**config.mk**
```make
export PLATFORM = sky130hd
export DESIGN_NAME = fetch_controller
export DESIGN_NICKNAME = d
export VERILOG_FILES = /design/src/rtl/fetch_controller.sv
export SDC_FILE = /design/constraint.sdc
export NUM_CORES = 1
export LEC_CHECK = 0
export CAP_MARGIN = 15
export CORE_MARGIN = 2
export CORE_UTILIZATION = 25
export DETAILED_ROUTE_END_ITERATION = 16
export HOLD_SLACK_MARGIN = 0.03
export PLACE_DENSITY_LB_ADDON = 0.15
export SYNTH_ARGS = -nofsm -noshare
export SYNTH_HDL_FRONTEND = slang
export SYNTH_SLANG_ARGS = --single-unit
```
**constraint.sdc**
```tcl
create_clock -name clk -period 3.1 [get_ports clk]
set_input_delay 0.775 -clock clk [delete_from_list [all_inputs] [get_ports clk]]
set_output_delay 0.775 -clock clk [all_outputs]
set_load 0.01 [all_outputs]
```
**src/rtl/fetch_controller.sv**
```systemverilog
// Instruction fetch controller: IDLE/FETCH/DELIVER sequencer with
// branch/jump/register redirect and a retired-instruction counter.
module fetch_controller #(
    parameter logic [31:0] RESET_PC = 32'h00000000
) (
    input  logic        clk,
    input  logic        reset,
    input  logic        en,
    input  logic        stall,
    input  logic        redirect_valid,
    input  logic [1:0]  redirect_kind,
    input  logic [15:0] branch_offset,
    input  logic [25:0] jump_target,
    input  logic [31:0] reg_target,
    input  logic        imem_ready,
    input  logic [31:0] imem_rdata,
    output logic        imem_req,
    output logic [31:0] imem_addr,
    output logic        instr_valid,
    output logic [31:0] instr,
    output logic [31:0] instr_pc,
    output logic [31:0] retired
);

    typedef enum logic [1:0] {
        IDLE    = 2'd0,
        FETCH   = 2'd1,
        DELIVER = 2'd2
    } state_t;

    state_t      r_state;
    state_t      w_next_state;
    logic [31:0] r_fetch_pc;
    logic [31:0] r_instr;
    logic [31:0] r_instr_pc;
    logic [31:0] r_retired;
    logic        r_imem_req;
    logic        r_instr_valid;
    logic        w_accept;
    logic        w_capture;
    logic [31:0] w_p1;
    logic [31:0] w_next_pc;

    // Next-state decode plus acceptance/capture strobes
    always_comb begin
        w_next_state = r_state;
        w_accept     = 1'b0;
        w_capture    = 1'b0;
        case (r_state)
            IDLE: begin
                if (en)
                    w_next_state = FETCH;
            end
            FETCH: begin
                if (imem_ready) begin
                    w_capture    = 1'b1;
                    w_next_state = DELIVER;
                end
            end
            DELIVER: begin
                if (!stall) begin
                    w_accept     = 1'b1;
                    w_next_state = en ? FETCH : IDLE;
                end
            end
            default: w_next_state = IDLE;
        endcase
    end

    // Next fetch address from the instruction being accepted
    always_comb begin
        w_p1      = r_instr_pc + 32'd1;
        w_next_pc = w_p1;
        if (redirect_valid) begin
            case (redirect_kind)
                2'b01:   w_next_pc = w_p1 + {{16{branch_offset[15]}}, branch_offset};
                2'b10:   w_next_pc = {w_p1[31:26], jump_target};
                2'b11:   w_next_pc = reg_target;
                default: w_next_pc = w_p1;
            endcase
        end
    end

    // State, datapath and registered outputs; reset wins over everything
    always_ff @(posedge clk) begin
        if (reset) begin
            r_state       <= IDLE;
            r_fetch_pc    <= RESET_PC;
            r_instr       <= 32'd0;
            r_instr_pc    <= 32'd0;
            r_retired     <= 32'd0;
            r_imem_req    <= 1'b0;
            r_instr_valid <= 1'b0;
        end else begin
            r_state       <= w_next_state;
            r_imem_req    <= (w_next_state == FETCH);
            r_instr_valid <= (w_next_state == DELIVER);
            if (w_capture) begin
                r_instr    <= imem_rdata;
                r_instr_pc <= r_fetch_pc;
            end
            if (w_accept) begin
                r_retired  <= r_retired + 32'd1;
                r_fetch_pc <= w_next_pc;
            end
        end
    end

    assign imem_req    = r_imem_req;
    assign imem_addr   = r_fetch_pc;
    assign instr_valid = r_instr_valid;
    assign instr       = r_instr;
    assign instr_pc    = r_instr_pc;
    assign retired     = r_retired;

endmodule

```
Run 1, the metal 1 layer:
Bar = 50 um. Supply wires on this layer in grey.
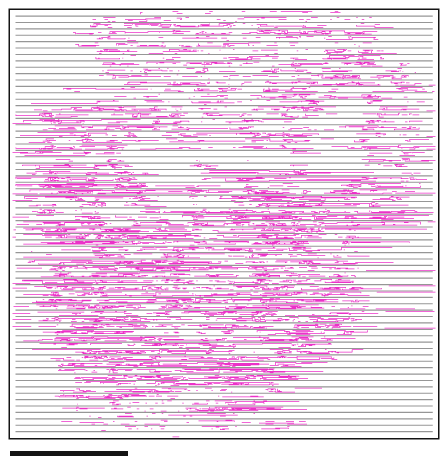
The longest straight run is 48.3 um. The layer carries 15100 um of wire. The layer holds 45% of the routed length.

Run 1, layout detail:
Bar = 10 um. Region (117, 26) to (157, 66) um. Cells in grey, sequential cells in the stronger grey; small squares are vias.
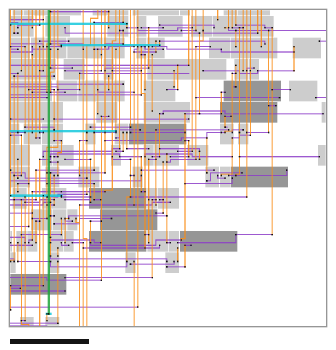
Green marks met4. Purple marks met1. Cyan marks met3. Orange marks met2.
75 logic cells have their middle in the window. Most frequent: nand2_1 (16), buf_4 (16). Sequential cells in the window: 9. Netlist names of flops here include `instr_pc` (7), `imem_addr` (2).

==> Slide: Implementation Results, run 1 <==
Synthesis and Place & Route Summary

Detailed routing
  – # DRC: 0
  – Pre-Repair DR Iteration Count: 5
  – WL/cell: 17.9 um
  – Via-to-Cell Ratio: between 4 and 5
  – Post-DRT Antenna Nets: 0
  – WL final: 33.4 mm
  – Via count: 9031

Power and ir drop
  – Pwr per Cell Area: 329 nW/um2

Logic synthesis
  – Yosys cell count: about 1000
  – Biggest area cells: dfxtp_1 33%, nand2_1 9.7%, a21oi_1 7.9%
  – Post-synth cell types: around 76
  – Flip-flops with a built-in enable: 0
  – Average size of a mapped cell: between 7 and 8 um2
  – Post-synthesis cell area: about 8000 um2
  – Commonest flop: dfxtp_1
  – Seq share, synth: between 30% and 40%
  – Yosys chip area: between 7000 and 8000 um2
  – Cells after synthesis: a little over 1000
  – Area leader share: between 30% and 40%

Placed design
  – Setup slack at placement: -657 ps
  – Gpl congestion: a little under 0.9
  – IO Port Bufs: between 200 and 250

Floorplan
  – # IOs: 244
  – Core area: about 31000 um2
  – Chip Area: approximately 33000 um2
  – Fp_density: between 20% and 30%
  – Rows: about 65

Worst setup path
  – Worst path required time: approximately 3400 ps
  – Element type at the critical path start: flip-flop
  – R2R Setup Slk: -250 ps
  – Worst setup EP type: flip-flop
  – Data arrival, critical path: 3620 ps

GRT
  – Total gr overflow: 0
  – Initial antenna violation count: 1
  – First-pass GRT wire length: 51.2 mm
  – Largest net degree at the start of global routing: about 73
  – Number of global-route vias before repair: between 9000 and 10000
  – Tot GR Track Use: slightly below 20%

Clocking
  – Late-Pin Clk Latency: between 400 and 500 ps
  – CTS buffer count: 17
  – H-Tree Depth: 4
  – CTS tree: done
  – Clk sinks: 132
  – CTS Buffer Depth: 2

Final layout
  – Layout fillers: ~3100
  – Post-layout util: 44.1%
  – Layout area overhead: 74.5%
  – Final cell count without fillers: about 1900
  – Layout cells sized above 1: ~28%

Timing
  – Fin. Hold Viols: 0
  – Slew Limit Fails: 0
  – Fin Setup TNS: -3020 ps
  – Max_slew headroom: approximately 45%
  – Slew @ Worst Pin: just over 800 ps
  – Fin crit period: between 3000 and 4000 ps
  – RSZ-0062 raised after global routing: yes
  – Final setup vio count: 19
  – Final period utilization: 108%
  – Final worst setup slack: -250 ps
  – Final Skew: 15.9 ps

Status
  – Status: finished, violations left
  – Failing checks: negative setup slack

Flow run
  – Number of max-cap violations: 0

Hold path
  – Hold WC Path Type: reg2reg
Run 1, gate-type map:
Bar = 50 um.
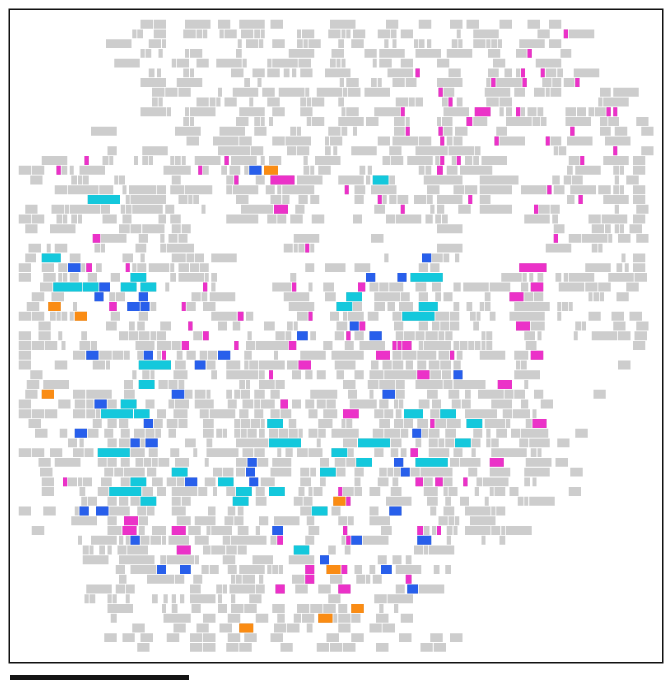
Magenta marks NOR gates, cells 102. Blue marks AND-OR and OR-AND gates, cells 44. Orange marks multiplexers, cells 9. Cyan marks adder and majority cells, cells 40.

## run 1: sequential cells by signal, indices dropped and copies added (netlist names)
signal / flops
imem_addr: 32
imem_req: 1
instr_pc: 32
instr: 32
instr_valid: 1
retired: 32
r_state: 2
## run 1: synthesized netlist by cell type, types with 11 or more instances
master,instances
a21o_1,18
a21oi_1,125
a31oi_1,13
clkbuf_1,49
dfxtp_1,132
ha_1,39
inv_1,16
nand2_1,206
nand3_1,30
nand4_1,13
nor2_1,71
nor3_1,14
o21ai_0,45
o22ai_1,11
xnor2_1,37
xor2_1,46
## run 1: layer usage
metal / GRT usage [%] / part of all wire [%] / vias up
li1: - / - / 4478
met1: 25.7 / 45 / 4309
met2: 34.0 / 49 / 214
met5: 0 / 0 / -
met3: 3.19 / 4.1 / 30
met4: 5.29 / 1.8 / 0
## run 1: stage by stage
stage | cell area, um2 | hold slack [ps]
2_1_floorplan | 8000 | 478
3_3_place_gp | 12000 | 441
3_5_place_dp | 12000 | 446
4_1_cts | 13400 | 455
5_1_grt | 13800 | 465
6_report | 13800 | 453
## run 1: power breakdown
group	leakage [nW]	internal, mW	switching, mW
combinational	4.17	0.349	0.333
sequential	1.07	1.72	0.0203
clock	0.291	1.21	0.914
total	5.53	3.29	1.27
## run 1: worst paths after layout
kind	depth (start not counted)	to	start
worst max register to register	18	imem_addr[27]$_SDFFE_PP0P_	instr_pc[3]$_SDFFE_PP0P_
worst min register to register	2	instr[26]$_SDFFE_PP0P_	instr[26]$_SDFFE_PP0P_
worst max-delay path	18	imem_addr[27]$_SDFFE_PP0P_	instr_pc[3]$_SDFFE_PP0P_
worst min-delay path	2	instr[26]$_SDFFE_PP0P_	instr[26]$_SDFFE_PP0P_
## run 1: cell type report
cell class,count,area (um2),area share [%]
Inverter,16,60.1,0.434
Tap cell,402,503,3.63
Clock inverter,14,163,1.18
Multi-Input combinational cell,823,5840,42.2
Timing Repair Buffer,464,4180,30.2
Sequential cell,132,2660,19.2
Clock buffer,18,429,3.10
Antenna cell,1,2.50,0.0181
## run 1: kinds of logic (layout without fill, tap and decap cells)
logic type                 count (synthesis)  in the layout  share of synthesized area (%)
AOI/OAI and AO/OA                        283            283                           22.0
xor gates and xnor gates                  84             84                           9.37
adders and majority gates                 40             40                           6.40
buffers and inverters                     72            512                           3.60
DFF                                      132            132                           33.3
muxes                                      9              9                           1.20
other                                      0              1                              0
and+or+nand+nor                          407            407                           24.1
## run 1: critical path, stage by stage, from the launching register on
cell and delay (ps):
dfxtp_4 340, and4_4 220, buf_6 100, nand4_4 140
or2_4 290, inv_2 70, nand2_1 80, xnor2_2 210
ha_1 280, and4_4 180, o2bb2ai_1 110, a31oi_1 170
buf_4 170, o211ai_1 100, o22ai_2 200, o21ai_2 90
a21oi_2 140, xor2_1 170, o22ai_1 100
## run 1: timing repair
item,in CTS,in global routing
setup endpoints to repair,22,23
pin swaps,75,53
resized,112,67
buffers inserted,34,16
## run 1: layout by cell type, fill, tap and decap left out, drive strengths merged, types with 26 or more instances in the layout
cell and instances:
a21oi 125, buf 223, clkdlybuf4s50 240, dfxtp 132
ha 39, inv 26, nand2 206, nand3 30
nor2 72, o21ai 47, xnor2 37, xor2 47
==> run 1 -> run 2 <==
--- a/config.mk
+++ b/config.mk
@@ -8,6 +8,7 @@
 export CAP_MARGIN = 15
 export CORE_MARGIN = 2
 export CORE_UTILIZATION = 25
+export CTS_CLUSTER_SIZE = 40
 export DETAILED_ROUTE_END_ITERATION = 16
 export HOLD_SLACK_MARGIN = 0.03
 export PLACE_DENSITY_LB_ADDON = 0.15
Run 2, congestion heat map:
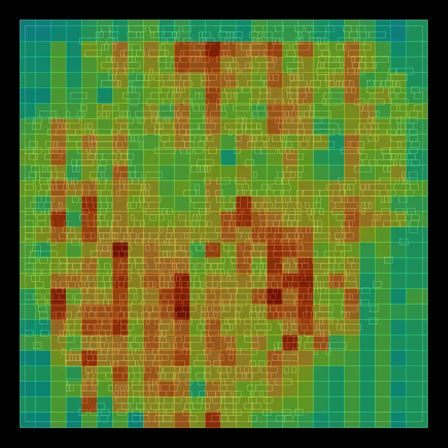
most used routing layer: met2
post-layout util: 44.1%

Run 2, gate-type map:
Bar = 50 um.
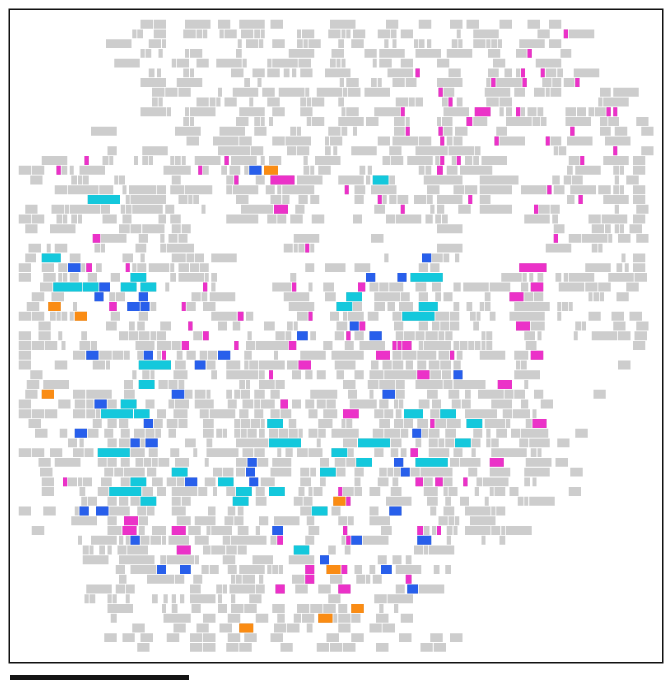
final cell count without fillers: 1870
Comb/total area: 42.2%
Top cell excl fill/tap: clkdlybuf4s50_1

Run 2, the metal 1 layer:
Bar = 50 um. Supply wires on this layer in grey.
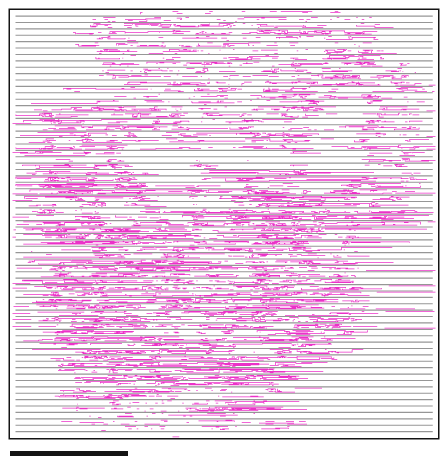
The layer carries 15100 um of wire. 1455 nets have wire on it.

==> Slide: Implementation Results, run 2 <==
Synthesis and Place & Route Summary

Clocking
  – Clk sinks: 132 (unchanged)
  – CTS buffer count: 17 (unchanged)
  – CTS tree: done
  – H-Tree Depth: 4 (unchanged)
  – CTS Buffer Depth: 2 (unchanged)

Floorplan
  – # IOs: 244 (unchanged)
  – Fp_density: 25.3% (unchanged)
  – Chip Area: 33200 um2 (unchanged)
  – Rows: 65 (unchanged)
  – Core area: 31400 um2 (unchanged)

GRT
  – Tot GR Track Use: 19.8% (unchanged)
  – First-pass GRT wire length: 51.2 mm (unchanged)
  – Largest net degree at the start of global routing: 73 (unchanged)
  – Met2 Use GR: 34.0% (unchanged)
  – Initial antenna violation count: 1 (unchanged)
  – GR Util met3: 3.19% (unchanged)
  – Total gr overflow: 0 (unchanged)

Detailed routing
  – Pre-Repair DR Iteration Count: 5 (unchanged)
  – Post-DRT Antenna Nets: 0 (unchanged)
  – Via count: 9031 (unchanged)
  – WL/cell: 17.9 um (unchanged)

Final layout
  – Layout area overhead: 74.5% (unchanged)
  – Most common logic cells in the final layout: 240 x clkdlybuf4s50_1, 201 x buf_4, 199 x nand2_1
  – Final instance area: 13800 um2 (unchanged)

Status
  – Failing checks: negative setup slack
  – Status: finished, violations left

Logic synthesis
  – Biggest area cells: dfxtp_1 33%, nand2_1 9.7%, a21oi_1 7.9%
  – Post-synth cell types: 76 (unchanged)
  – Most common cell in the synthesized netlist: nand2_1
  – Yosys chip area: 7930 um2 (unchanged)
  – Yosys cell count: 1027 (unchanged)
  – Flip-flops with a built-in enable: 0 (unchanged)
  – Area leader share: 33.3% (unchanged)

Power and ir drop
  – Logic pwr share: 15.0% (about the same)
  – Clk pwr share: 46.8% (about the same)
  – Seq pwr share: 38.3% (about the same)
  – Switching power: 1.27 mW (unchanged)
  – Cell internal pwr: 3.29 mW (unchanged)

Timing
  – Slew @ Worst Pin: 820 ps (unchanged)
  – Fin Setup TNS: -3020 ps (unchanged)
  – Fin. Hold Viols: 0 (unchanged)
  – Final period utilization: 108% (unchanged)
  – Slew Limit Fails: 0 (unchanged)
  – Final worst setup slack: -250 ps (unchanged)
  – Fin crit period: 3350 ps (unchanged)
  – Final setup vio count: 19 (unchanged)
  – Final Skew: 15.9 ps (unchanged)

Worst setup path
  – Element type at the critical path start: flip-flop
  – Data arrival, critical path: 3620 ps (about the same)
  – Worst path required time: 3360 ps (about the same)

Placed design
  – DP Area: 12000 um2 (unchanged)
  – Gpl congestion: 0.868 (unchanged)

Hold path
  – Hold WC Path Type: reg2reg

Flow run
  – Number of max-cap violations: 0 (unchanged)
==> run 2: cell counts after synthesis <==
No cell type changed its count.
==> run 2: power groups by stage <==
stage	clock network (mW)	registers [mW]	logic [mW]
floorplan	0	1.79	0.246
global placement	0	1.78	0.639
detailed placement	0	1.78	0.638
CTS	2.18	1.74	0.664
global route	2.26	1.75	0.735
finish	2.13	1.74	0.682
==> run 2: timing repair <==
item | CTS | global route
pin swaps | 75 | 53
endpoints found under the setup margin | 22 | 23
resized | 112 | 67
buffers inserted | 34 | 16
==> run 2: layout make-up <==
cell class / count / share of cell area (%)
diodes: 1 / 0.0181
clock buffers: 18 / 3.10
clock inverters: 14 / 1.18
inverters: 16 / 0.434
multi-input cells: 823 / 42.2
flip-flops and latches: 132 / 19.2
well taps: 402 / 3.63
repair buffers: 464 / 30.2
==> run 2: metal layers <==
| layer | vias to the layer above | part of all wire, % |
|---|---|---|
| li1 | 4478 | - |
| met1 | 4309 | 45 |
| met2 | 214 | 49 |
| met3 | 30 | 4.1 |
| met4 | 0 | 1.8 |
| met5 | - | 0 |
==> run 2: per-stage QoR <==
stage          instances  util [%]  hold slack, ps  setup slack, ps
6_report            1870      44.1             453             -250
5_1_grt             1869      44.1             465             -379
4_1_cts             1853      42.5             455             -268
3_5_place_dp        1790      38.3             446             -657
3_3_place_gp        1790      38.3             441             -673
2_1_floorplan       1027         -             478            -89.4
==> run 2: worst paths after layout <==
check                                              start                         end  slack [ps]  cells after the start
worst max-delay path            instr_pc[3]$_SDFFE_PP0P_  imem_addr[27]$_SDFFE_PP0P_        -250                     18
worst min-delay path              instr[26]$_SDFFE_PP0P_      instr[26]$_SDFFE_PP0P_         450                      2
worst max register to register  instr_pc[3]$_SDFFE_PP0P_  imem_addr[27]$_SDFFE_PP0P_        -250                     18
worst min register to register    instr[26]$_SDFFE_PP0P_      instr[26]$_SDFFE_PP0P_         450                      2
==> run 2: logic make-up after synthesis <==
group | synth area share (%)
buf+inv | 3.60
xor+xnor | 9.37
mux | 1.20
compound gates | 22.0
simple gates | 24.1
fa+ha+maj | 6.40
flops | 33.3
==> run 2: critical path, stage by stage, from the launching register on <==
cell and delay [ps]:
dfxtp_4 340, and4_4 220, buf_6 100, nand4_4 140
or2_4 290, inv_2 70, nand2_1 80, xnor2_2 210
ha_1 280, and4_4 180, o2bb2ai_1 110, a31oi_1 170
buf_4 170, o211ai_1 100, o22ai_2 200, o21ai_2 90
a21oi_2 140, xor2_1 170, o22ai_1 100
Run 2, M3 wires:
Bar = 50 um. Cells faint in the background.
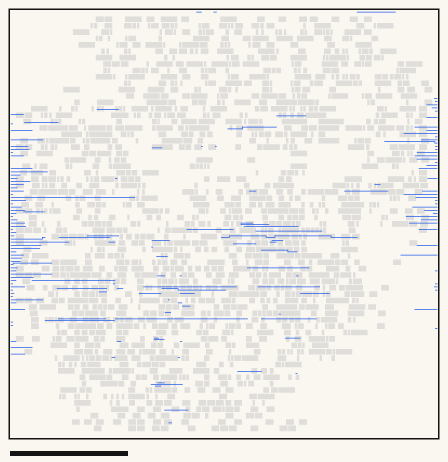

==> run 2 -> run 3 <==
--- a/config.mk
+++ b/config.mk
@@ -5,6 +5,7 @@
 export SDC_FILE = /design/constraint.sdc
 export NUM_CORES = 1
 export LEC_CHECK = 0
+export ABC_AREA = 1
 export CAP_MARGIN = 15
 export CORE_MARGIN = 2
 export CORE_UTILIZATION = 25
Run 3, M3 wires:
Bar = 50 um. Cells faint in the background.
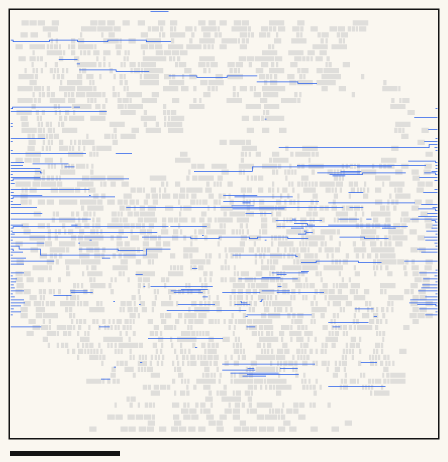
The layer holds 6.9% of the routed length. The wires run mostly horizontal.

Run 3, layout detail:
Bar = 10 um. Region (126, 29) to (166, 69) um. Cells in grey, sequential cells in the stronger grey; small squares are vias.
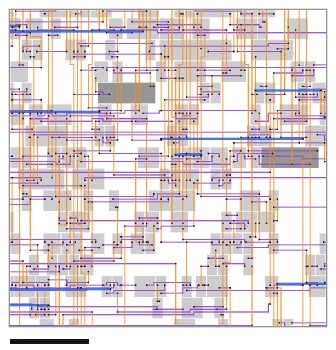

==> Slide: Implementation Results, run 3 <==
Synthesis and Place & Route Summary

Status
  – Status: complete, no violations

Floorplan
  – # IOs: 244 (unchanged)
  – Fp_density: 25.5% (+0.23 points)
  – Chip Area: 38000 um2 (+15%)

Worst setup path
  – R2R Setup Slk: 50 ps (+300 ps)
  – Reg2Reg Depth: 21 (+3)
  – Crit path to: imem_addr[24]$_SDFFE_PP0P_
  – Worst setup path startpoint: instr_pc[1]$_SDFFE_PP0P_
  – Data arrival, critical path: 3420 ps (-200 ps)
  – Max stage delay cell, worst path: dfxtp_2
  – RR Endpoint: imem_addr[24]$_SDFFE_PP0P_
  – CP cell instances: nand2_1 > nor2_1 > buf_4 > nand2_4 > nor2_4 > nand3b_1 > nor2_1 > xor2_1 > inv_1 > ha_4 > buf_6 > nand2_8 > nor2_4 > buf_4 > a21oi_2 > nand3_1 > nand2_1 > nand3_1 > nand2_1 > nand2_1 > a21oi_1
  – Worst path required time: 3470 ps (+110 ps)
  – Element type at the critical path start: flip-flop
  – CP max stage delay: 370 ps (+30 ps)
  – Worst r2r src: instr_pc[1]$_SDFFE_PP0P_

Clocking
  – Clk sinks: 132 (unchanged)
  – H-Tree Depth: 4 (unchanged)
  – CTS tree: done
  – CTS buffer count: 17 (unchanged)

Logic synthesis
  – Yosys chip area: 9110 um2 (+15%)
  – Yosys cell count: 1484 (+44%)
  – Yosys aoi share: 17.9% (-4.1 points)
  – Area leader share: 29.0% (-4.3 points)
  – Xor+xnor area frac: 3.08% (-6.3 points)
  – Yosys adder share: 5.58% (-0.83 points)
  – Post-synth cell types: 44 (-42%)
  – Flip-flops with a built-in enable: 0 (unchanged)
  – Largest logic family: simple AND/OR/NAND/NOR gates

Detailed routing
  – DR WL met3: 2.76 mm (+100%)
  – Pre-Repair DR Iteration Count: 5 (unchanged)
  – M1 wire length: 17.9 mm (+19%)
  – Via count: 10900 (+20%)
  – WL met2: 18.6 mm (+14%)

Timing
  – Fin Setup TNS: 0 ps (+3020 ps)
  – Final worst setup slack: 50.6 ps (+301 ps)
  – Final Skew: 10.3 ps (-5.63 ps)
  – Fin crit period: 3050 ps (-301 ps)
  – Slew Limit Fails: 0 (unchanged)
  – Fin. Hold Viols: 0 (unchanged)

GRT
  – Initial antenna violation count: 1 (unchanged)
  – First-pass GRT wire length: 60.9 mm (+19%)
  – Largest net degree at the start of global routing: 65 (-11%)

Flow run
  – Number of max-cap violations: 0 (unchanged)

Final layout
  – Layout area overhead: 60.8%
  – Most common logic cells in the final layout: 350 x nand2_1, 242 x clkdlybuf4s50_1, 224 x inv_1
  – Diode count: 0 (-1)

Hold path
  – Hold WC Path Type: reg2reg
Run 3, congestion heat map:
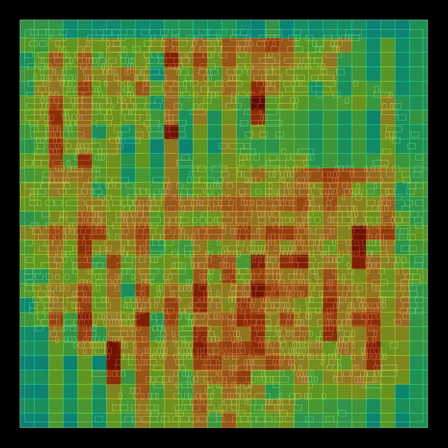
M1 GR Usage: 27.1%
WL/cell: 17.1 um
met2 Use GR: 34.6%
GR Util met3: 5.34%
Tot GR Track Use: 20.8%

==> run 3: final cells by class <==
class / instances / area, um2 / area share, %
Multi-Input combinational cell: 1062 / 6170 / 42.1
Sequential cell: 132 / 2660 / 18.1
Tap cell: 461 / 577 / 3.94
Clock inverter: 13 / 174 / 1.19
Inverter: 243 / 912 / 6.23
Timing Repair Buffer: 406 / 3720 / 25.4
Clock buffer: 19 / 443 / 3.02
==> run 3: worst min path at each step <==
stage,startpoint,endpoint,slack (ps),cells past startpoint
after floorplan,instr[0]$_SDFFE_PP0P_,instr[0]$_SDFFE_PP0P_,470,2
after global placement,instr[29]$_SDFFE_PP0P_,instr[29]$_SDFFE_PP0P_,430,2
after detailed placement,instr[3]$_SDFFE_PP0P_,instr[3]$_SDFFE_PP0P_,440,2
after CTS,instr[3]$_SDFFE_PP0P_,instr[3]$_SDFFE_PP0P_,450,2
after global routing,instr[9]$_SDFFE_PP0P_,instr[9]$_SDFFE_PP0P_,470,2
final,instr[0]$_SDFFE_PP0P_,instr[0]$_SDFFE_PP0P_,440,2
==> run 3: metal layers <==
layer / global-route usage (%) / vias to the layer above
li1: - / 5524
met1: 27.1 / 5008
met2: 34.6 / 295
met3: 5.34 / 39
met4: 4.69 / 2
met5: 0 / -
==> run 3: repair_timing <==
item,CTS,global route
resized,45,150
cloned,0,0
endpoints found under the setup margin,14,24
pin swaps,13,46
buffers inserted,3,8
==> run 3: cells by family (layout without fill, tap and decap cells) <==
family,after synthesis,in the layout
simple gates,682,682
compound gates,308,308
buf+inv,290,681
flops,132,132
fa+ha+maj,40,40
xor+xnor,32,32
==> run 3: per-stage QoR <==
stage                     cell area, um2  util [%]  hold slack (ps)  total power [mW]  cells
after floorplan                     9110         -              468              2.36   1484
after global placement             13100      36.8              429              3.00   2293
after detailed placement           13100      36.8              436              3.00   2293
after CTS                          14000      39.1              445              5.22   2328
after global routing               14600      41.0              471              5.54   2336
final                              14600      41.0              443              5.27   2336
==> run 3: report_power, final <==
group,switching (mW),internal (mW)
combinational,0.691,0.614
clock,0.871,1.30
sequential,0.0448,1.76
total,1.61,3.67
==> run 3: worst max-delay path: cells and delay by family, from the launching register on <==
family | cells | cell delay (ps)
AND/OR/NAND/NOR | 13 | 1260
buffers and inverters | 4 | 540
flip-flops | 1 | 370
adder cells (fa/ha/maj) | 1 | 290
AND-OR/OR-AND | 2 | 280
XOR/XNOR | 1 | 250
Power is estimated from default activity; no workload was simulated.
